## src/rtl/ma_injector_pkg.sv

```systemverilog
// Shared types and constants for the MA stream injector.
// Header sizes follow the loader file layout word for word.
package ma_injector_pkg;

  typedef enum logic [3:0] {
    IDLE,
    HDR,
    BODY,
    D_CNT0,
    D_CNT1,
    D_MAP0,
    D_TTT0,
    D_PAIRS,
    D_NULL,
    FIN
  } state_t;

  localparam int HDR_WORDS      = 4;
  localparam int DESC_HDR_WORDS = 2;

endpackage

```

## src/rtl/noc_tx_reg.sv

```systemverilog
// One-entry NoC output register, 1 cycle latency, full rate under continuous credit.
// Holds data_o/tx_o while tx_o&!credit_i; in_rdy_o = !tx_o || credit_i.
module noc_tx_reg #(
  parameter int W = 32
) (
  input  logic         clk_i,
  input  logic         rst_ni,
  input  logic         in_vld_i,
  output logic         in_rdy_o,
  input  logic [W-1:0] in_dat_i,
  output logic         tx_o,
  input  logic         credit_i,
  output logic [W-1:0] data_o
);

  logic         tx_q, tx_d;
  logic [W-1:0] data_q, data_d;
  logic         rdy;

  assign rdy      = !tx_q || credit_i;
  assign in_rdy_o = rdy;
  assign tx_o     = tx_q;
  assign data_o   = data_q;

  always_comb begin
    tx_d   = tx_q;
    data_d = data_q;
    if (rdy) begin
      tx_d = in_vld_i;
      if (in_vld_i) data_d = in_dat_i;
    end
  end

  always_ff @(posedge clk_i or negedge rst_ni) begin
    if (!rst_ni) begin
      tx_q   <= 1'b0;
      data_q <= '0;
    end else begin
      tx_q   <= tx_d;
      data_q <= data_d;
    end
  end

endmodule

```

## src/rtl/ma_stream_injector.sv

```systemverilog
// MA injector: mapper image, generated descriptor, then remaining images onto the NoC.
// Stream word accepted at edge N is on data_o after N; src_ready_o follows output-register space.
module ma_stream_injector
  import ma_injector_pkg::*;
#(
  parameter int FLIT_SIZE = 32,
  parameter int CNT_W     = 8,
  parameter int ADDR_W    = 16
) (
  input  logic                 clk_i,
  input  logic                 rst_ni,
  input  logic                 start_i,
  input  logic [CNT_W-1:0]     task_cnt_i,
  input  logic [ADDR_W-1:0]    mapper_address_i,
  input  logic                 src_valid_i,
  output logic                 src_ready_o,
  input  logic [FLIT_SIZE-1:0] src_data_i,
  output logic                 tx_o,
  input  logic                 credit_i,
  output logic [FLIT_SIZE-1:0] data_o,
  output logic                 busy_o,
  output logic                 done_o,
  output logic                 err_o
);

  state_t               state_q, state_d;
  logic [CNT_W-1:0]     cnt_q, cnt_d;
  logic [ADDR_W-1:0]    addr_q, addr_d;
  logic [CNT_W-1:0]     img_q, img_d;
  logic [FLIT_SIZE-1:0] wcnt_q, wcnt_d;
  logic [FLIT_SIZE-1:0] text_q, text_d;
  logic [FLIT_SIZE-1:0] len_q, len_d;
  logic                 err_q, err_d;
  logic                 done_q, done_d;

  logic                 reg_rdy;
  logic                 consume;
  logic                 gen;
  logic                 fire;
  logic                 end_image;
  logic [FLIT_SIZE-1:0] out_dat;
  logic [FLIT_SIZE:0]   sum;

  assign sum         = {1'b0, text_q} + {1'b0, src_data_i};
  assign fire        = reg_rdy && (gen || (consume && src_valid_i));
  assign src_ready_o = consume && reg_rdy;
  assign busy_o      = (state_q != IDLE);
  assign done_o      = done_q;
  assign err_o       = err_q;

  // Source of the next flit depends on the state alone, keeping fire free of loops.
  always_comb begin
    consume = 1'b0;
    gen     = 1'b0;
    out_dat = src_data_i;
    case (state_q)
      HDR, BODY, D_TTT0, D_PAIRS: consume = 1'b1;
      D_CNT0, D_CNT1: begin
        gen     = 1'b1;
        out_dat = FLIT_SIZE'(cnt_q);
      end
      D_MAP0: begin
        gen     = 1'b1;
        out_dat = FLIT_SIZE'(addr_q);
      end
      D_NULL: begin
        gen     = 1'b1;
        out_dat = '0;
      end
      default: ;
    endcase
  end

  always_comb begin
    state_d   = state_q;
    cnt_d     = cnt_q;
    addr_d    = addr_q;
    img_d     = img_q;
    wcnt_d    = wcnt_q;
    text_d    = text_q;
    len_d     = len_q;
    err_d     = err_q;
    done_d    = 1'b0;
    end_image = 1'b0;

    case (state_q)
      IDLE: begin
        if (start_i) begin
          cnt_d  = task_cnt_i;
          addr_d = mapper_address_i;
          img_d  = '0;
          wcnt_d = '0;
          err_d  = (task_cnt_i == '0);
          if (task_cnt_i == '0) done_d = 1'b1;
          else                  state_d = HDR;
        end
      end
      HDR: begin
        if (fire) begin
          wcnt_d = wcnt_q + FLIT_SIZE'(1);
          if (wcnt_q == '0) text_d = src_data_i;
          if (wcnt_q == FLIT_SIZE'(1)) begin
            len_d = {1'b0, sum[FLIT_SIZE:2]};
            if (sum[1:0] != 2'b00) err_d = 1'b1;
          end
          if (wcnt_q == FLIT_SIZE'(HDR_WORDS - 1)) begin
            wcnt_d = '0;
            if (len_q == '0) end_image = 1'b1;
            else             state_d   = BODY;
          end
        end
      end
      BODY: begin
        if (fire) begin
          wcnt_d = wcnt_q + FLIT_SIZE'(1);
          if (wcnt_q == len_q - FLIT_SIZE'(1)) begin
            wcnt_d    = '0;
            end_image = 1'b1;
          end
        end
      end
      D_CNT0: if (fire) state_d = D_CNT1;
      D_CNT1: if (fire) state_d = D_MAP0;
      D_MAP0: if (fire) state_d = D_TTT0;
      D_TTT0: begin
        if (fire) begin
          wcnt_d  = '0;
          state_d = (cnt_q == CNT_W'(1)) ? D_NULL : D_PAIRS;
        end
      end
      D_PAIRS: begin
        if (fire) begin
          wcnt_d = wcnt_q + FLIT_SIZE'(1);
          if (wcnt_q == (FLIT_SIZE'(cnt_q - CNT_W'(1)) << 1) - FLIT_SIZE'(1)) begin
            wcnt_d  = '0;
            state_d = D_NULL;
          end
        end
      end
      D_NULL: begin
        if (fire) begin
          wcnt_d = wcnt_q + FLIT_SIZE'(1);
          if (wcnt_q == FLIT_SIZE'(cnt_q) - FLIT_SIZE'(1)) begin
            wcnt_d  = '0;
            state_d = (cnt_q > CNT_W'(1)) ? HDR : FIN;
          end
        end
      end
      FIN: begin
        if (reg_rdy) begin
          done_d  = 1'b1;
          state_d = IDLE;
        end
      end
      default: state_d = IDLE;
    endcase

    // Image 0 is always the mapper; the descriptor goes out right behind it.
    if (end_image) begin
      img_d = img_q + CNT_W'(1);
      if (img_q == '0)                      state_d = D_CNT0;
      else if (img_q == cnt_q - CNT_W'(1))  state_d = FIN;
      else                                  state_d = HDR;
    end
  end

  always_ff @(posedge clk_i or negedge rst_ni) begin
    if (!rst_ni) begin
      state_q <= IDLE;
      cnt_q   <= '0;
      addr_q  <= '0;
      img_q   <= '0;
      wcnt_q  <= '0;
      text_q  <= '0;
      len_q   <= '0;
      err_q   <= 1'b0;
      done_q  <= 1'b0;
    end else begin
      state_q <= state_d;
      cnt_q   <= cnt_d;
      addr_q  <= addr_d;
      img_q   <= img_d;
      wcnt_q  <= wcnt_d;
      text_q  <= text_d;
      len_q   <= len_d;
      err_q   <= err_d;
      done_q  <= done_d;
    end
  end

  noc_tx_reg #(.W(FLIT_SIZE)) u_tx_reg (
    .clk_i    (clk_i),
    .rst_ni   (rst_ni),
    .in_vld_i (fire),
    .in_rdy_o (reg_rdy),
    .in_dat_i (out_dat),
    .tx_o     (tx_o),
    .credit_i (credit_i),
    .data_o   (data_o)
  );

endmodule

```

## config.mk

```make
export PLATFORM = sky130hd
export DESIGN_NAME = ma_stream_injector
export DESIGN_NICKNAME = d
export VERILOG_FILES = /design/src/rtl/ma_injector_pkg.sv /design/src/rtl/noc_tx_reg.sv /design/src/rtl/ma_stream_injector.sv
export SDC_FILE = /design/constraint.sdc
export NUM_CORES = 1
export LEC_CHECK = 0
export CORE_UTILIZATION = 53
export CTS_CLUSTER_DIAMETER = 60
export DETAILED_ROUTE_END_ITERATION = 6
export PLACE_DENSITY_LB_ADDON = 0.2
export SLEW_MARGIN = 20
export SYNTH_ARGS = -nofsm -noshare
export SYNTH_HDL_FRONTEND = slang
export SYNTH_SLANG_ARGS = --single-unit
```

## constraint.sdc

```tcl
create_clock -name clk_i -period 4.25 [get_ports clk_i]
set_input_delay 1.275 -clock clk_i [delete_from_list [all_inputs] [get_ports clk_i]]
set_output_delay 1.275 -clock clk_i [all_outputs]
set_load 0.05 [all_outputs]
```

run_1/clock_nets.png
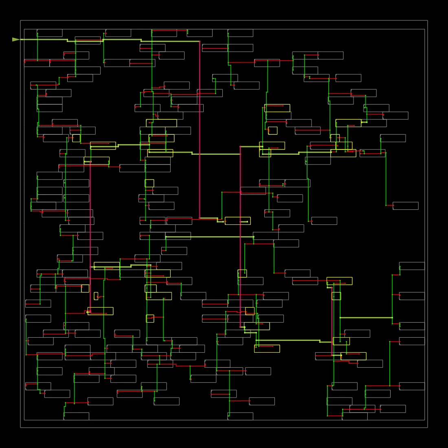
FFs & Latches: 166
latest clock arrival within the worst-skew pair: 0.44 ns
clk_skew: 0.0156 ns

run_1/m3.png
Scale: 3 px per µm.
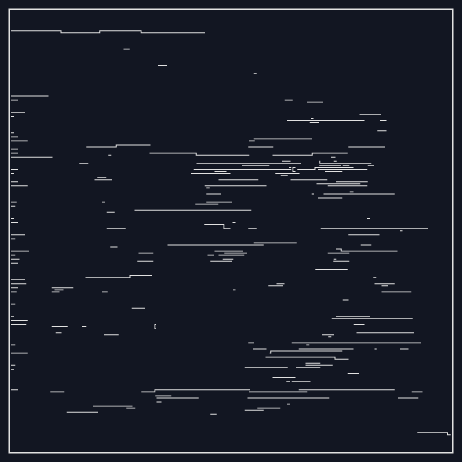
main direction: horizontal
longest straight run: 42.8 µm
share of all routed wire: 5.0%
wire length on this layer: 1450 µm
nets with wire on the layer: 140
total vias in the final route: 9688
grt met3 use: 3.76%
drt total wl: 29.0 mm

==> ci_impl_report.md, run 1 <==
## Synthesis and layout report

| Metric | Value |
|---|---|
| Max cap viols | `0` |
| Synth cell count leaders | `dfrtp_1, nand2_1, o21ai_0` |
| Crit-path cells | `or3_4 -> nor4_4 -> xor2_2 -> buf_6 -> or4_4 -> ha_4 -> xnor2_2 -> nand4_1 -> a2111oi_4 -> nor4b_4 -> nand4_1 -> nor4_2 -> a21o_1 -> o211ai_4 -> nor2_4 -> buf_4 -> nor2_1` |
| Post-CTS Setup Bufs | `1` |
| Tapcell Cnt | `~270` |
| Root buf cell | `clkbuf_16` |
| Switching share of power | `45.8%` |
| Final core utilization | `between 60 and 70%` |
| Clk. pwr | `1.58 mW` |
| Antenna Nets Post-Route | `0` |
| Ys Warns | `0` |
| Number of clock buffers in the layout | `18` |
| Drt pass-1 iters | `6` |
| Status | `finished clean` |
| Worst setup EP type | `flop` |
| Sinks on Clock Net | `166` |
| Clock power frac | `14.7%` |
| DRC | `0` |
| # rows | `between 50 and 60` |
| Clk tree area frac | `4.30%` |
| Sum of negative setup slack | `0 ns` |
| Pint | `approximately 5.8 mW` |
| Seq group | `2.75 mW` |
| Vias per cell | `5.87` |
| Num ports | `roughly 98` |
| Adder Area Share | `5.54%` |
| Critical path arrival | `4.50 ns` |
| Nonclk buf count | `about 190` |
| # Cells Yosys | `between 1000 and 1500` |
run_1/gates.png
Scale: 2 px per µm.
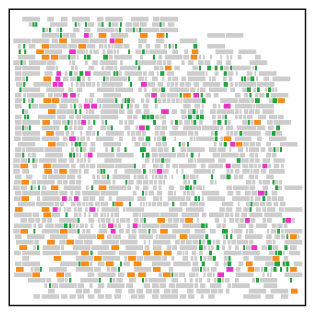
legend:
  non-inverting ao/oa cells:
    colour: magenta
    cells: 38
    most_used: a21o_1
  nand cells:
    colour: green
    cells: 215
    most_used: nand2_1
    where: spread over the die
  mux cells:
    colour: orange
    cells: 71
    most_used: mux2_2
    where: spread over the die
dominant logic cell type in the layout: dfrtp_1
final cell count without fillers: 1650
logic share of the area: 49.7%

run_1/layers.png
Scale: 2 px per µm.
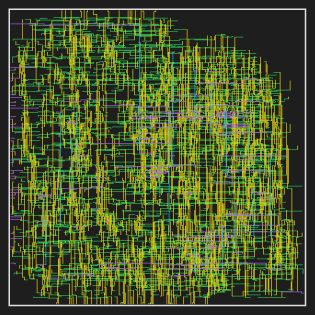
legend:
  M1:
    colour: green
    wire_length: 13200 µm
  M2:
    colour: yellow
    wire_length: 13700 µm
  M3:
    colour: purple
    wire_length: 1450 µm
  M4:
    colour: cyan
    wire_length: 602 µm
gr usage total: 27.4%
post-DR wirelength/cell: 17.5 µm

[run 1: path summary, 6_finish.rpt]
| path | from | endpoint | slack (ns) | cells past startpoint |
|---|---|---|---|---|
| max in group asynchronous | rst_ni | text_q[20] | 2.64 | 2 |
| worst max-delay path | cnt_q[2] | wcnt_q[20] | 0.06 | 17 |
| min in group asynchronous | rst_ni | state_q[1] | 0.81 | 1 |
| worst min-delay path | u_tx_reg.data_o[23] | u_tx_reg.data_o[23] | 0.48 | 2 |
| worst min register to register | u_tx_reg.data_o[23] | u_tx_reg.data_o[23] | 0.48 | 2 |
| worst max register to register | cnt_q[2] | wcnt_q[20] | 0.06 | 17 |
[run 1: layer usage]
layer	up-vias	global-route usage [%]
li1	4728	-
met1	4619	37.2
met2	292	44.9
met3	49	3.76
met4	0	9.64
met5	-	0
run_1/clock_wires.png
Scale: 3 px per µm.
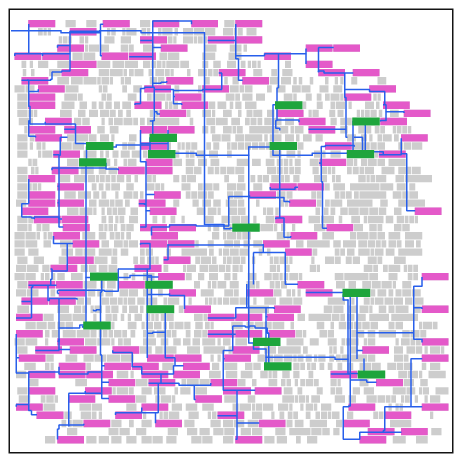

==> run 2: changes to the inputs <==
Settings changed: GPL_TIMING_DRIVEN set to 0.
run_2/clock_wires.png
Scale: 3 px per µm.
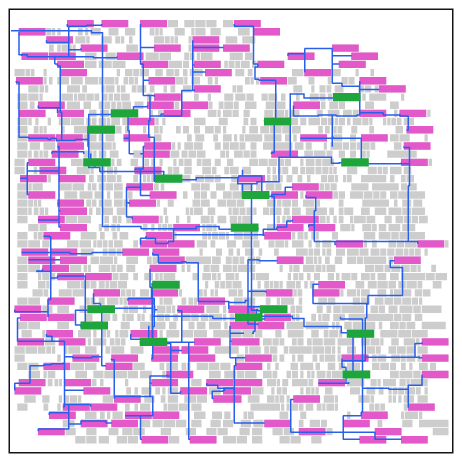
legend:
  clock wires:
    colour: blue
    length: 2410 µm
  clock-net drivers:
    colour: green
    count: 17
  flip-flops:
    colour: magenta
    count: 166
routed clock nets: 18
flops lie: spread over the die
Clock power frac: 14.5%
Clk. pwr: 1.58 mW

run_2/m3.png
Scale: 3 px per µm.
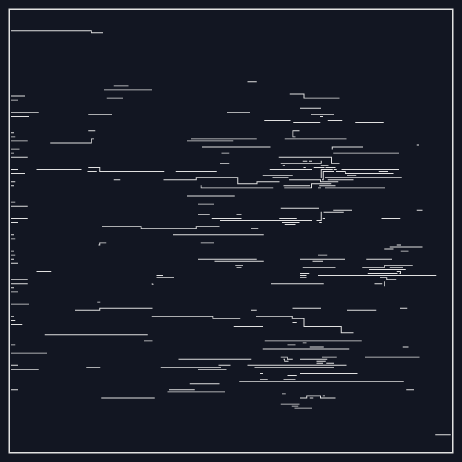
grt met3 use: 5.31%
total vias in the final route: 10000
drt total wl: 30.5 mm

==> ci_impl_report.md, run 2 <==
## Synthesis and layout report

| Metric | Value |
|---|---|
| Final setup vio count | `32` |
| Gr usage total | `28.8% (+1.3 points)` |
| Vias per cell | `6.00 (+2.1%)` |
| Max cap viols | `0 (unchanged)` |
| FFs & Latches | `166 (unchanged)` |
| Root buf cell | `clkbuf_16` |
| Sinks on Clock Net | `166 (unchanged)` |
| Dominant logic cell type in the layout | `dfrtp_1` |
| Drt pass-1 iters | `6 (unchanged)` |
| Post-CTS Setup Bufs | `13 (+12)` |
| Yosys Chip Area | `11200 µm²` |
| Sum of negative setup slack | `-5.69 ns (-5.69 ns)` |
| Synth cell count leaders | `dfrtp_1, nand2_1, o21ai_0` |
| Grt met2 use | `47.4% (+2.5 points)` |
| Gr busiest metal | `met2` |
| Ys Warns | `0 (unchanged)` |
| # rows | `52 (unchanged)` |
| Adder Area Share | `5.54% (unchanged)` |
| Pint | `5.79 mW (-0.55%)` |
| Final worst slack | `-0.212 ns` |
| Antenna Nets Post-Route | `0 (unchanged)` |
| Failing checks | `negative setup slack` |
| Critical path arrival | `4.79 ns (+0.29 ns)` |
| # Cells Yosys | `1241 (unchanged)` |
| Post-DR wirelength/cell | `18.2 µm (+3.9%)` |
| Tapcell Cnt | `270 (unchanged)` |
| Clk tree area frac | `4.25% (-0.053 points)` |
| Nonclk buf count | `211 (+13%)` |
| Xor+xnor area frac | `11.0%` |
| Switching share of power | `47.1% (+1.3 points)` |
| Crit-path cells | `buf_8 -> or2_4 -> nor4_4 -> xor2_2 -> buf_6 -> or4_4 -> ha_4 -> xnor2_2 -> nand4_1 -> a2111oi_4 -> nor4b_4 -> nand4_1 -> nor4_4 -> a21o_1 -> o211ai_4 -> nor2_4 -> buf_6 -> nor2_1` |
| DRC | `0 (unchanged)` |
| Logic share of the area | `50.2% (+0.49 points)` |
| Final cell count without fillers | `1675 (+1.5%)` |
| Num ports | `98 (unchanged)` |
| Seq group | `2.64 mW (-4%)` |
| Status | `complete, but fails checks` |
| Grt met1 use | `38.7% (+1.5 points)` |
run_2/clock_nets.png
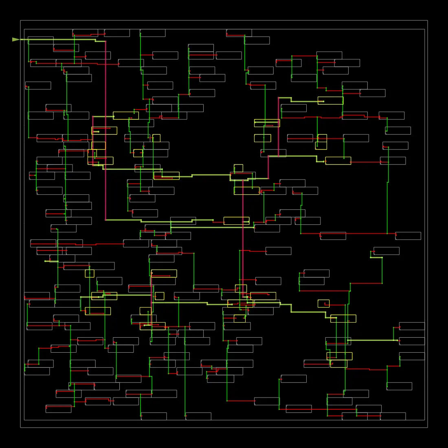
total CTS buffers: 17
latest clock arrival within the worst-skew pair: 0.45 ns
number of clock buffers in the layout: 18

-- run 2: kinds of logic (layout without fill, tap and decap cells) --
family	after synthesis	count (layout)
AOI/OAI and AO/OA	269	269
adders and majority gates	49	49
muxes	71	71
and+or+nand+nor	438	438
xor gates and xnor gates	137	137
buffers and inverters	111	275
DFF	166	166
-- run 2: worst paths after layout --
check / startpoint / end / slack (ns) / depth (start not counted)
min in group asynchronous: rst_ni / img_q[3] / 0.72 / 1
worst min register to register: u_tx_reg.data_o[28] / u_tx_reg.data_o[28] / 0.48 / 2
worst min-delay path: u_tx_reg.data_o[28] / u_tx_reg.data_o[28] / 0.48 / 2
max in group asynchronous: rst_ni / text_q[18] / 2.85 / 2
worst max-delay path: cnt_q[0] / wcnt_q[16] / -0.21 / 18
worst max register to register: cnt_q[0] / wcnt_q[16] / -0.21 / 18
Power is estimated from default activity; no workload was simulated.
